[src/rtl/write_arb_pkg.sv]
// ----------------------------------------------------------------------------
// write_arb_pkg: shared FSM encoding and field widths of the write arbiter.
// Revision 1.0
// ----------------------------------------------------------------------------
`default_nettype none

package write_arb_pkg;
  localparam int priority_width    = 3;
  localparam int pack_length_width = 7;
  localparam int des_port_width    = 4;
  localparam int select_width      = 4;

  typedef enum logic [1:0] {
    IDLE = 2'd0,
    WAIT = 2'd1,
    ARB  = 2'd2,
    XFER = 2'd3
  } arb_state_t;
endpackage

`default_nettype wire

[src/rtl/prio_rr_pick.sv]
// ----------------------------------------------------------------------------
// prio_rr_pick: highest-priority requester, ties broken from start ptr upward.
// Revision 1.0
// ----------------------------------------------------------------------------
`default_nettype none

module prio_rr_pick #(
  parameter int num_of_ports = 16,
  parameter int prio_w       = write_arb_pkg::priority_width
) (
  input  logic [num_of_ports*prio_w-1:0]         prio,
  input  logic [num_of_ports-1:0]                req,
  input  logic [write_arb_pkg::select_width-1:0] start,
  output logic [write_arb_pkg::select_width-1:0] index,
  output logic                                   valid
);
  import write_arb_pkg::*;

  logic [prio_w-1:0]       prio_arr [num_of_ports];
  logic [prio_w-1:0]       best;
  logic [select_width-1:0] idx;
  int                      pos;

  for (genvar i = 0; i < num_of_ports; i++) begin : g_unpack
    assign prio_arr[i] = prio[i*prio_w +: prio_w];
  end

  // Walk in round-robin order; strict '>' keeps the earliest port on a tie.
  always_comb begin
    valid = 1'b0;
    index = '0;
    best  = '0;
    pos   = 0;
    idx   = '0;
    for (int k = 0; k < num_of_ports; k++) begin
      pos = (int'(start) + k) % num_of_ports;
      idx = pos[select_width-1:0];
      if (req[idx] && (!valid || prio_arr[idx] > best)) begin
        valid = 1'b1;
        best  = prio_arr[idx];
        index = idx;
      end
    end
  end
endmodule

`default_nettype wire

[src/rtl/write_port_selector.sv]
// ----------------------------------------------------------------------------
// write_port_selector: grants the SRAM write path to one port per packet.
// Revision 1.0
// ----------------------------------------------------------------------------
`default_nettype none

module write_port_selector #(
  parameter int num_of_ports      = 16,
  parameter int priority_width    = write_arb_pkg::priority_width,
  parameter int pack_length_width = write_arb_pkg::pack_length_width,
  parameter int timeout_cycles    = 1024
) (
  input  logic                                   clk,
  input  logic                                   rst,
  input  logic [num_of_ports*priority_width-1:0] priority_in,
  input  logic [num_of_ports*priority_width-1:0] pre_priority_in,
  input  logic [num_of_ports*pack_length_width-1:0] pack_length_in,
  input  logic [num_of_ports-1:0]                ready,
  input  logic [num_of_ports-1:0]                wr_valid,
  input  logic [num_of_ports-1:0]                eop,
  output logic [write_arb_pkg::select_width-1:0] select,
  output logic [write_arb_pkg::select_width-1:0] pre_selected,
  output logic [num_of_ports-1:0]                grant,
  output logic                                   busy,
  output logic                                   len_err,
  output logic                                   timeout,
  output logic [write_arb_pkg::des_port_width-1:0] err_port
);
  import write_arb_pkg::*;

  localparam int                      lw1       = pack_length_width + 1;
  localparam logic [15:0]             wd_limit  = 16'(timeout_cycles - 1);
  localparam logic [select_width-1:0] last_port = select_width'(num_of_ports - 1);

  arb_state_t                   state;
  logic [select_width-1:0]      rr_ptr;
  logic [pack_length_width-1:0] beat_cnt;
  logic [15:0]                  wd_cnt;
  logic [select_width-1:0]      arb_idx, pre_idx;
  logic                         arb_valid, pre_valid;
  logic [pack_length_width-1:0] len_arr [num_of_ports];
  logic [pack_length_width-1:0] sel_len;
  logic [lw1-1:0]               beat_total;
  logic                         sel_valid, sel_eop;

  for (genvar i = 0; i < num_of_ports; i++) begin : g_len
    assign len_arr[i] = pack_length_in[i*pack_length_width +: pack_length_width];
  end

  assign sel_len    = len_arr[select];
  assign sel_valid  = wr_valid[select];
  assign sel_eop    = eop[select];
  assign beat_total = {1'b0, beat_cnt} + lw1'(1);

  prio_rr_pick #(.num_of_ports(num_of_ports), .prio_w(priority_width)) u_arb_pick (
    .prio(priority_in), .req(ready), .start(rr_ptr), .index(arb_idx), .valid(arb_valid)
  );

  prio_rr_pick #(.num_of_ports(num_of_ports), .prio_w(priority_width)) u_pre_pick (
    .prio(pre_priority_in), .req(ready), .start(rr_ptr), .index(pre_idx), .valid(pre_valid)
  );

  always_ff @(posedge clk or posedge rst) begin
    if (rst) begin
      state        <= IDLE;
      select       <= '0;
      pre_selected <= '0;
      grant        <= '0;
      busy         <= 1'b0;
      len_err      <= 1'b0;
      timeout      <= 1'b0;
      err_port     <= '0;
      rr_ptr       <= '0;
      beat_cnt     <= '0;
      wd_cnt       <= '0;
    end else begin
      len_err <= 1'b0;
      timeout <= 1'b0;
      if (pre_valid) pre_selected <= pre_idx;
      case (state)
        IDLE: if (|ready) begin
          state <= WAIT;
          busy  <= 1'b1;
        end
        WAIT: state <= ARB;
        ARB: if (arb_valid) begin
          select   <= arb_idx;
          grant    <= num_of_ports'(1) << arb_idx;
          rr_ptr   <= (arb_idx == last_port) ? '0 : arb_idx + 4'd1;
          beat_cnt <= '0;
          wd_cnt   <= '0;
          state    <= XFER;
        end else begin
          state <= IDLE;
          busy  <= 1'b0;
        end
        XFER: begin
          // End-of-packet takes precedence over a watchdog expiry in the same cycle.
          if (sel_valid && sel_eop) begin
            if (beat_total != {1'b0, sel_len} || sel_len == '0) begin
              len_err  <= 1'b1;
              err_port <= select;
            end
            state <= IDLE;
            grant <= '0;
            busy  <= 1'b0;
          end else begin
            if (sel_valid && beat_cnt != '1) beat_cnt <= beat_total[pack_length_width-1:0];
            if (wd_cnt == wd_limit) begin
              timeout  <= 1'b1;
              err_port <= select;
              state    <= IDLE;
              grant    <= '0;
              busy     <= 1'b0;
            end else begin
              wd_cnt <= wd_cnt + 16'd1;
            end
          end
        end
        default: state <= IDLE;
      endcase
    end
  end
endmodule

`default_nettype wire
[config.mk]
export PLATFORM = sky130hd
export DESIGN_NAME = write_port_selector
export DESIGN_NICKNAME = d
export VERILOG_FILES = /design/src/rtl/write_arb_pkg.sv /design/src/rtl/prio_rr_pick.sv /design/src/rtl/write_port_selector.sv
export SDC_FILE = /design/constraint.sdc
export NUM_CORES = 1
export LEC_CHECK = 0
export CAP_MARGIN = 10
export CELL_PAD_IN_SITES_DETAIL_PLACEMENT = 0
export CELL_PAD_IN_SITES_GLOBAL_PLACEMENT = 1
export CORE_MARGIN = 4
export CORE_UTILIZATION = 45
export CTS_CLUSTER_DIAMETER = 50
export DETAILED_ROUTE_END_ITERATION = 12
export GPL_TIMING_DRIVEN = 1
export PLACE_DENSITY_LB_ADDON = 0.12
export REMOVE_ABC_BUFFERS = 1
export SYNTH_ARGS = -nofsm -noshare
export SYNTH_HDL_FRONTEND = slang
export SYNTH_SLANG_ARGS = --single-unit
[constraint.sdc]
create_clock -name clk -period 60.6 [get_ports clk]
set_input_delay 18.18 -clock clk [delete_from_list [all_inputs] [get_ports clk]]
set_output_delay 18.18 -clock clk [all_outputs]
set_load 0.01 [all_outputs]
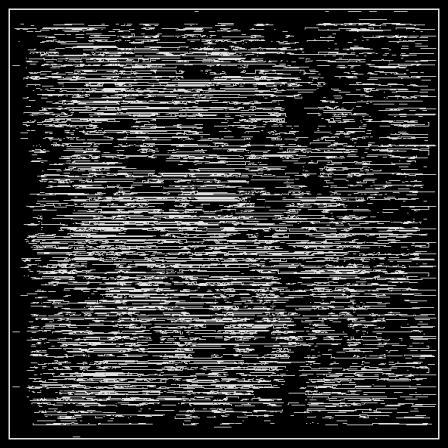
Fig. 1. M1 wires.
nets with wire on the layer	2203
wire length on this layer	25.9 mm
main direction	horizontal
share of all routed wire	40%
longest straight run	68.5 um
drt total wl: 65310 um
met1 demand-to-capacity share in global routing: 45.45%
vias post-DR: 16280

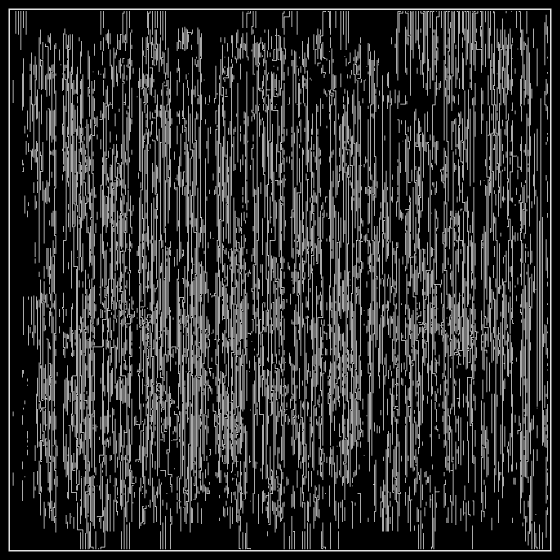
Fig. 2. Metal 2.
nets with wire on the layer	2050
wire length on this layer	29.9 mm
share of all routed wire	46%
main direction	vertical
longest straight run	108 um
met2 Usage GRT: 54.40%

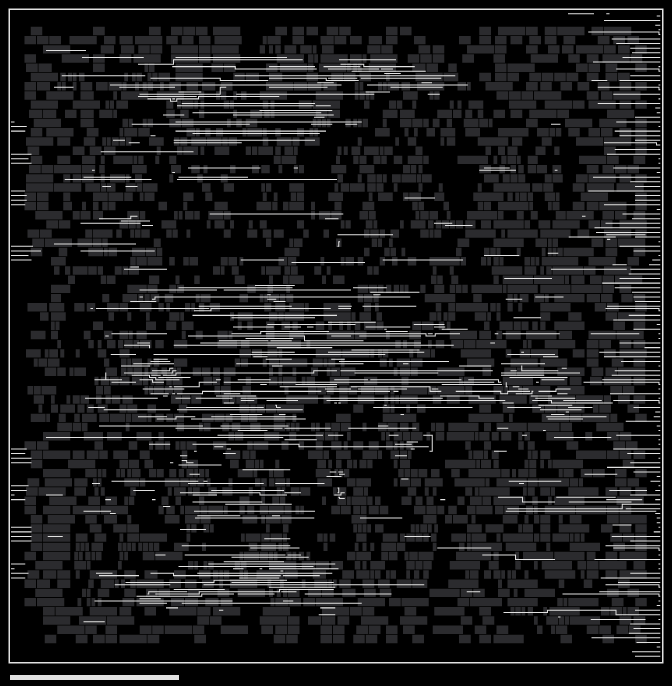
Fig. 3. The metal 3 layer.
The bar under the picture is 50 um long.
longest straight run	82.3 um
main direction	horizontal
wire length on this layer	7250 um
nets with wire on the layer	393
met3 GRT Util: 6.151%

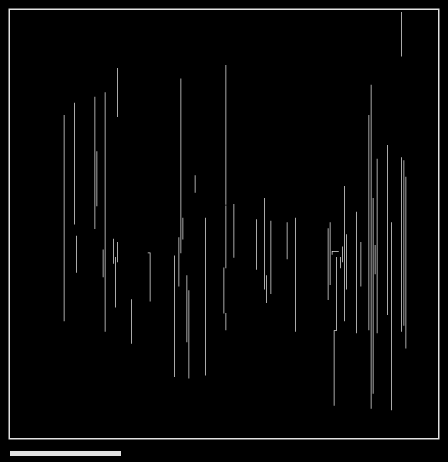
Fig. 4. Met4 routing.
The bar under the picture is 50 um long.
nets with wire on the layer	50
longest straight run	146 um

==> notes.md <==
The flow ran to the end, and the final reports show no timing, DRC or antenna violations. With the data required time at the worst endpoint at 60.86 ns, the clock-pin slew of the registers on the worst-case setup and hold paths is 0.06 ns. The logs give 0.33 ns for the insertion delay to the later sink of the worst-skew pair and 4 for the number of antenna violations at the first check in global routing.

The residual antenna-violating net count after detailed routing is 0. The tools report the worst-case hold path end point as grant[13]. The total of max-cap violations came out at 0. Per the final timing report, the hold violations number 0. The root buffer cell chosen for the clock tree is clkbuf_16.

Summed over all layers, the global routing overflow is 0. The depth of the worst hold-timing path was 2; the fmax was 21.30 MHz. The slowest cell on the critical path was nor2_1.

The routed design shows a via density per instance of 6.671. With the reg2reg setup slack at 30.05 ns, the flip-flop and latch share of the layout cell area is 7.965%. The die is 192.5 um tall. Summing all flip-flop and latch instances after layout gives 1513 sq um. In this run the horizontal extent of the chip is 192.5 um.
layer usage:
| metal | share of wire [%] | global-route usage (%) | wire, um |
|---|---|---|---|
| met3 | 11 | 6.151 | 7252 |
| met5 | 0.020 | 0 | 13 |
| met4 | 3.4 | 11.57 | 2234 |
| met2 | 46 | 54.40 | 29950 |
| met1 | 40 | 45.45 | 25860 |
cells in the final DEF, fill, tap and decap left out, drive strengths merged, types with 10 or more instances in the layout:
| master | n |
|---|---|
| buf | 48 |
| nand2 | 195 |
| o211ai | 13 |
| nand3 | 38 |
| xnor2 | 17 |
| nor3 | 28 |
| nor2 | 140 |
| xor2 | 21 |
| mux2i | 119 |
| o31ai | 17 |
| and2 | 22 |
| nor4 | 10 |
| a21oi | 79 |
| a211oi | 18 |
| clkbuf | 14 |
| a32oi | 11 |
| o21a | 30 |
| a31oi | 30 |
| nor2b | 27 |
| inv | 89 |
| mux4 | 160 |
| mux2 | 69 |
| ha | 105 |
| nand4 | 11 |
| or2 | 13 |
| clkdlybuf4s50 | 288 |
| and3 | 20 |
| dfrtp | 60 |
| a21o | 28 |
| o21ai | 122 |
flip-flops by register name, summed over array words and instances (netlist names):
name          cells
rr_ptr            4
beat_cnt          7
len_err           1
pre_selected      4
select            4
state             2
timeout           1
err_port          4
wd_cnt           16
grant            16
busy              1
critical path, delay by kind of cell:
family          cells  cell delay, ns
compound gates     70           14.83
fa+ha+maj          15            3.93
simple gates       30            7.54
mux                 3            1.26
buf+inv            10            1.47
logic make-up after synthesis:
logic type	after synthesis	share of synthesized area [%]
flops	60	9.802
compound gates	465	21.07
buf+inv	204	5.791
fa+ha+maj	105	8.576
xor+xnor	38	2.320
simple gates	530	16.03
mux	348	36.42
